File: config.mk
export PLATFORM = sky130hd
export DESIGN_NAME = matrix_mac_unit
export DESIGN_NICKNAME = d
export VERILOG_FILES = /design/src/rtl/matrix_mac_unit_pkg.sv /design/src/rtl/matrix_mac_row.sv /design/src/rtl/matrix_mac_unit.sv
export SDC_FILE = /design/constraint.sdc
export NUM_CORES = 2
export LEC_CHECK = 0
export CORE_MARGIN = 2
export CORE_UTILIZATION = 45
export DETAILED_ROUTE_END_ITERATION = 10
export SLEW_MARGIN = 20
export SYNTH_ARGS = -nofsm -noshare
export SYNTH_HDL_FRONTEND = slang
export SYNTH_SLANG_ARGS = --single-unit
File: constraint.sdc
create_clock -name clk -period 22.2 [get_ports clk]
set_clock_uncertainty 0.1 [all_clocks]
set_input_delay 5.55 -clock clk [delete_from_list [all_inputs] [get_ports clk]]
set_output_delay 5.55 -clock clk [all_outputs]
set_load 0.1 [all_outputs]
File: src/rtl/matrix_mac_unit_pkg.sv
// Shared definitions for the matrix MAC unit.
//   mmac_op_t : op encodings driven on the 2-bit op port (MAC, CLR, LOAD, READ).
//   sum_width : width at which a MAC element sum is formed, wide enough that
//               the true sum never wraps before overflow is judged.
package matrix_mac_unit_pkg;

  typedef enum logic [1:0] {
    MMAC_OP_MAC  = 2'd0,
    MMAC_OP_CLR  = 2'd1,
    MMAC_OP_LOAD = 2'd2,
    MMAC_OP_READ = 2'd3
  } mmac_op_t;

  function automatic int unsigned sum_width(input int unsigned acc_w, input int unsigned ew);
    return acc_w + 2 * ew + 1;
  endfunction

endpackage

File: src/rtl/matrix_mac_row.sv
// One accumulator row r of the N x N tile.
//   clk, rst   : clock, asynchronous active-high reset
//   en         : pipeline advance (low while the read port is back-pressured)
//   a          : op_A lanes at issue; S1 captures a[c]*b for every column c
//   b          : op_B lane r
//   mac/clr/load : S2 commit strobes (already qualified by the top)
//   sat_en     : S1 saturate flag for the committing MAC
//   load_data  : S1 op_A lanes used by LOAD (zero/sign-extended)
//   acc_row    : acc[r][c] at [c*ACC_W +: ACC_W]
//   ovf        : some lane of this row overflows if the S1 MAC commits now
module matrix_mac_row
  import matrix_mac_unit_pkg::*;
#(
  parameter int N      = 4,
  parameter int EW     = 8,
  parameter int ACC_W  = 8,
  parameter int SIGNED = 0
) (
  input  logic               clk,
  input  logic               rst,
  input  logic               en,
  input  logic [N*EW-1:0]    a,
  input  logic [EW-1:0]      b,
  input  logic               mac,
  input  logic               clr,
  input  logic               load,
  input  logic               sat_en,
  input  logic [N*EW-1:0]    load_data,
  output logic [N*ACC_W-1:0] acc_row,
  output logic               ovf
);

  localparam int PW   = 2 * EW;
  localparam int SW   = int'(sum_width(ACC_W, EW));
  localparam bit IS_S = (SIGNED != 0);
  localparam logic [ACC_W-1:0] SAT_MAX = {~IS_S, {(ACC_W-1){1'b1}}};
  localparam logic [ACC_W-1:0] SAT_MIN = {IS_S, {(ACC_W-1){1'b0}}};

  logic [PW-1:0]    prod_d [N];
  logic [PW-1:0]    prod   [N];
  logic [ACC_W-1:0] acc    [N];
  logic [ACC_W-1:0] nxt    [N];
  logic [ACC_W-1:0] ld     [N];
  logic [SW-1:0]    sum    [N];
  logic [N-1:0]     lane_ovf;

  always_comb begin
    for (int unsigned c = 0; c < N; c++) begin
      if (IS_S) begin
        prod_d[c] = PW'($signed(a[c*EW +: EW])) * PW'($signed(b));
        ld[c]     = ACC_W'($signed(load_data[c*EW +: EW]));
        sum[c]    = SW'($signed(acc[c])) + SW'($signed(prod[c]));
        // In range only if every bit from the ACC_W sign bit upward agrees
        lane_ovf[c] = !((&sum[c][SW-1:ACC_W-1]) || !(|sum[c][SW-1:ACC_W-1]));
      end else begin
        prod_d[c]   = PW'(a[c*EW +: EW]) * PW'(b);
        ld[c]       = ACC_W'(load_data[c*EW +: EW]);
        sum[c]      = SW'(acc[c]) + SW'(prod[c]);
        lane_ovf[c] = |sum[c][SW-1:ACC_W];
      end
      nxt[c] = sum[c][ACC_W-1:0];
      if (lane_ovf[c] && sat_en) nxt[c] = sum[c][SW-1] ? SAT_MIN : SAT_MAX;
    end
  end

  always_comb begin
    acc_row = '0;
    for (int unsigned c = 0; c < N; c++) acc_row[c*ACC_W +: ACC_W] = acc[c];
  end

  assign ovf = |lane_ovf;

  always_ff @(posedge clk or posedge rst) begin
    if (rst) begin
      for (int unsigned c = 0; c < N; c++) begin
        prod[c] <= '0;
        acc[c]  <= '0;
      end
    end else begin
      if (en) begin
        for (int unsigned c = 0; c < N; c++) prod[c] <= prod_d[c];
      end
      for (int unsigned c = 0; c < N; c++) begin
        if (clr)       acc[c] <= '0;
        else if (load) acc[c] <= ld[c];
        else if (mac)  acc[c] <= nxt[c];
      end
    end
  end

endmodule

File: src/rtl/matrix_mac_unit.sv
// Pipelined outer-product MAC engine holding an N x N accumulator tile.
//   clk, rst          : clock, asynchronous active-high reset
//   in_valid/in_ready : op issue handshake (op, sat_en, row_idx, op_A, op_B)
//   op                : MAC / CLR / LOAD / READ (matrix_mac_unit_pkg::mmac_op_t)
//   rd_valid/rd_ready : read-row handshake, row returned on rd_data
//   ovf               : sticky MAC overflow flag, cleared by CLR or reset
// S1 registers the op and the products; S2 commits into the tile or rd_data.
module matrix_mac_unit
  import matrix_mac_unit_pkg::*;
#(
  parameter int N      = 4,
  parameter int EW     = 8,
  parameter int ACC_W  = 8,
  parameter int SIGNED = 0
) (
  input  logic                  clk,
  input  logic                  rst,
  input  logic                  in_valid,
  output logic                  in_ready,
  input  logic [1:0]            op,
  input  logic                  sat_en,
  input  logic [$clog2(N)-1:0]  row_idx,
  input  logic [N*EW-1:0]       op_A,
  input  logic [N*EW-1:0]       op_B,
  output logic                  rd_valid,
  input  logic                  rd_ready,
  output logic [N*ACC_W-1:0]    rd_data,
  output logic                  ovf
);

  localparam int RW = $clog2(N);

  logic             started;
  logic             stall;
  logic             accept;
  logic             commit;
  logic             s1_valid;
  mmac_op_t         s1_op;
  logic [RW-1:0]    s1_row;
  logic             s1_sat;
  logic [N*EW-1:0]  s1_a;
  logic [N*ACC_W-1:0] acc_rows [N];
  logic [N-1:0]     row_ovf;

  // A held row freezes the whole pipeline, so S2 never overtakes the consumer.
  assign stall    = rd_valid & ~rd_ready;
  assign in_ready = started & ~stall;
  assign accept   = in_valid & in_ready;
  assign commit   = s1_valid & ~stall;

  always_ff @(posedge clk or posedge rst) begin
    if (rst) begin
      started  <= 1'b0;
      s1_valid <= 1'b0;
      s1_op    <= MMAC_OP_MAC;
      s1_row   <= '0;
      s1_sat   <= 1'b0;
      s1_a     <= '0;
    end else begin
      started <= 1'b1;
      if (!stall) begin
        s1_valid <= accept;
        s1_op    <= mmac_op_t'(op);
        s1_row   <= row_idx;
        s1_sat   <= sat_en;
        s1_a     <= op_A;
      end
    end
  end

  for (genvar r = 0; r < N; r++) begin : g_row
    matrix_mac_row #(
      .N      (N),
      .EW     (EW),
      .ACC_W  (ACC_W),
      .SIGNED (SIGNED)
    ) u_row (
      .clk       (clk),
      .rst       (rst),
      .en        (~stall),
      .a         (op_A),
      .b         (op_B[r*EW +: EW]),
      .mac       (commit && (s1_op == MMAC_OP_MAC)),
      .clr       (commit && (s1_op == MMAC_OP_CLR)),
      .load      (commit && (s1_op == MMAC_OP_LOAD) && (s1_row == RW'(r))),
      .sat_en    (s1_sat),
      .load_data (s1_a),
      .acc_row   (acc_rows[r]),
      .ovf       (row_ovf[r])
    );
  end

  always_ff @(posedge clk or posedge rst) begin
    if (rst) begin
      rd_valid <= 1'b0;
      rd_data  <= '0;
      ovf      <= 1'b0;
    end else begin
      if (commit && (s1_op == MMAC_OP_READ)) begin
        rd_valid <= 1'b1;
        rd_data  <= acc_rows[s1_row];
      end else if (rd_ready) begin
        rd_valid <= 1'b0;
      end
      if (commit && (s1_op == MMAC_OP_CLR))      ovf <= 1'b0;
      else if (commit && (s1_op == MMAC_OP_MAC)) ovf <= ovf | (|row_ovf);
    end
  end

endmodule

==> impl_metrics.csv <==
group,metric,value,unit
logic_synthesis,flop_cell,"dfrtp_1",
job,max_cap_viol_count,0,
drt,top_layer,"met4",
job,warning_count,32,
logic_synthesis,ys_seq_share,19.2,%
worst_setup_path,crit_end,"in_ready",
worst_setup_path,cpMostUsedCell,"clkdlybuf4s50_1",
power,power_frac_comb,61.7,%
worst_setup_path,crit_start,"rd_ready",
finish,comb.multi_input.count,5255,
final_timing,tightest_slew,1120,ps
final_timing,rsz0062_at_grt,"no",
power,powerDensity,106,mW/mm^2
finish,final_common_cell,"and2_1",
place,dpl_cell_area,0.0623,sq mm
power,power-top-group,"combinational cells",
worst_hold_path,hp-class,"reg -> reg",
grt,grt_max_degree,120,
floorplanning,die_y,368,um
worst_setup_path,cpMaxStageDelayCell,"clkdlybuf4s50_1",
final_timing,worst_slack,8380,ps
logic_synthesis,xor_share,3.89,%
worst_setup_path,reg2reg_slack,18160,ps
grt,grt_remaining_overflow,0,
clock_network,cts_buffers,57,
final_timing,setup_violations,0,
finish,buffers,199,
worst_setup_path,r2r-start,"g_row[0].u_row.acc_row[24]",
drt,wl_met3,11.2,mm
clock_network,path_clk_slew,60,ps
finish,logic_area,0.0438,sq mm
worst_setup_path,required,16550,ps
floorplanning,fp.dieArea,0.135,sq mm
logic_synthesis,edf_count,0,
clock_network,hold_buffers,0,
worst_setup_path,critPathMaxStageDelay,1130,ps
final_timing,hold_viol,0,
grt,antenna_found_initial,7,
drt,dr.pass1.iters,7,
drt,drc,0,
finish,layout-drive-gt1-share,4.81,%
grt,grt_use_total,26.0,%
finish,clk_share,3.22,%
worst_setup_path,end_kind,"output pin",
finish,seq_share,17.8,%
power,ir_drop,0.0730,mV
final_timing,maxSlewViolCount,0,
clock_network,htree_levels,2,
finish,lay_top_cells,"and2_1 (838), inv_1 (813), nand2_1 (741)",
floorplanning,rows,133,
grt,grt_first_pass_wirelength,278,mm
drt,drt-initial-drc-count,3644,
final_timing,min_period,13820,ps
worst_setup_path,crit_arrival,8170,ps
power,intPower,3600,uW
logic_synthesis,ys_ff,457,
logic_synthesis,fa_ha_area_share,34.7,%
logic_synthesis,yosysWarnings,0,
logic_synthesis,syn_area_per_cell,8.68,sq um
worst_setup_path,crit_path_max_fanout,73,
power,p_sw_share,47.3,%
floorplanning,coreArea,0.131,sq mm
place,place.gp.congestion,0.862,
power,total_power,6840,uW
finish,post-route-cell-area,0.0644,sq mm
floorplanning,nWellTaps,1755,
worst_setup_path,cp.depth,4,
place,hpwl,120,mm
logic_synthesis,ys_sh_mux,2.23,%
drt,dr_wl_met2,75.8,mm
power,switching_power,3240,uW
worst_setup_path,rr_worst_depth,10,
finish,clkbuf_count,64,
worst_setup_path,crit_path_start_kind,"input pin",
outcome,status,"complete, no violations",
worst_setup_path,crit_chain,"clkdlybuf4s50_1, nand2b_4, and2_1, clkdlybuf4s50_1",
power,pwr-share-seq,22.8,%
floorplanning,initCoreUtil,45.3,%
final_timing,fmax,0.0724,GHz
logic_synthesis,simple_gate_share,21.0,%
finish,utilization,49.0,%
finish,biggestCellCategory,"logic gates",
power,p_comb,4220,uW
drt,dr_total_vias,47661,
worst_setup_path,rr_endpoint,"g_row[0].u_row.acc_row[27]",
worst_setup_path,crit_family,"buffers and inverters",
final_timing,timing.setup.tns,0,ps
-- metal layers --
layer | track usage (%) | vias up
met5 | 0 | -
li1 | - | 22367
met3 | 3.78 | 176
met1 | 38.5 | 23805
met2 | 40.4 | 1313
met4 | 5.24 | 0
-- per-stage QoR --
stage | cells | hold slack [ps]
after floorplan | 6857 | 343
after global placement | 8480 | 353
after detailed placement | 8480 | 364
after CTS | 8587 | 377
after global routing | 8588 | 392
final | 8591 | 372
-- Yosys cell counts, types with 29 or more instances --
master,instances,area share [%]
nand2_1,741,4.7
nand2b_1,45,0.47
a21o_1,80,1.0
a31oi_1,32,0.34
o211ai_1,38,0.48
inv_1,814,5.1
mux2_2,35,0.66
fa_1,592,20
or3_1,46,0.48
xnor2_1,109,1.6
o21a_1,29,0.37
xor2_1,155,2.3
nor2_1,418,2.6
nand3_1,133,1.1
and2_1,838,8.8
o21ai_0,222,1.9
a211oi_1,78,0.98
o31ai_1,59,0.74
ha_1,704,15
nor2b_1,42,0.44
clkbuf_1,315,2.0
a21oi_1,403,3.4
mux4_2,32,1.2
nor3_1,108,0.91
dfrtp_1,457,19
-- worst min path at each step --
stage | startpoint | to | slack, ps | cells after the start
2_1_floorplan | g_row[0].u_row.prod[0] | g_row[0].u_row.prod[0] | 340 | 2
3_3_place_gp | g_row[3].u_row.prod[0] | g_row[3].u_row.prod[0] | 350 | 2
4_1_cts | g_row[2].u_row.prod[2] | g_row[2].u_row.prod[2] | 380 | 2
5_1_grt | g_row[0].u_row.prod[2] | g_row[0].u_row.prod[2] | 390 | 2
3_5_place_dp | g_row[2].u_row.prod[2] | g_row[2].u_row.prod[2] | 360 | 2
6_report | g_row[2].u_row.prod[2] | g_row[2].u_row.prod[2] | 370 | 2
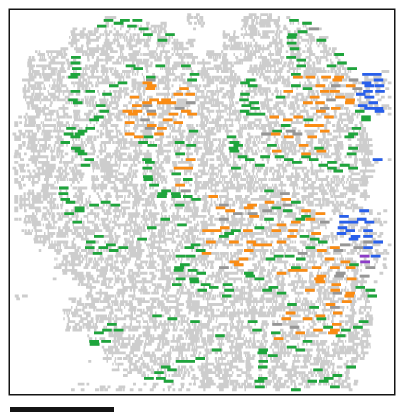
*Sequential cells grouped by signal name*
Scale bar: 100 um.
netlist name	color	placed flops
s1_op	purple	2
g_row.u_row.acc_row	orange	128
g_row.u_row.prod	green	256
rd_data	blue	32
not colored	39

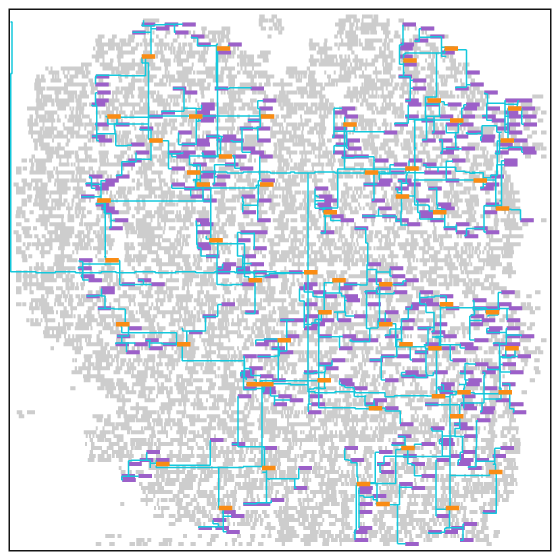
*Clock network drawn from the DEF*
[clock drivers] orange | count: 57
[clock wires] cyan | length: 8,020 um
[flip-flops] purple | count: 457
flops lie	spread over the die
routed clock nets	58

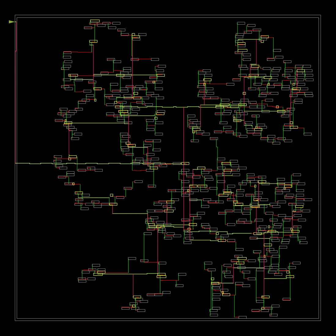
*The clock network*
worst skew pair latency: 670 ps
Clock Sinks: 457
clock network power: 1050 uW
Flops: 457

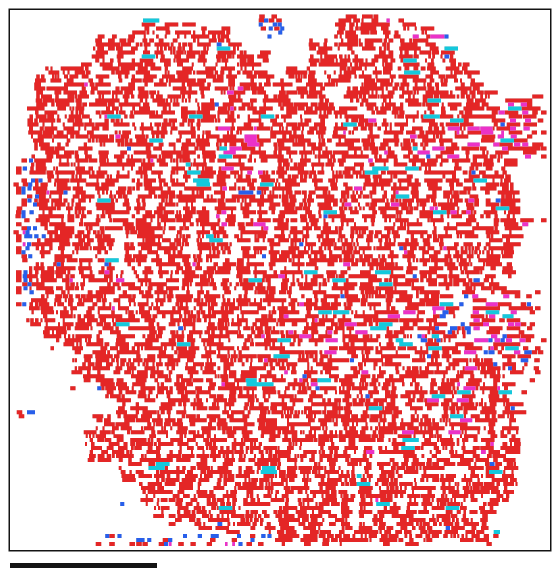
*Cells by drive strength*
Scale bar: 100 um.
size	color	cells
_0 and _1 cells	red	6,504
_6 and larger	cyan	79
_2 cells	magenta	136
_3 and _4 cells	blue	114

No activity file was given, so power comes from the tool's default toggle rates.
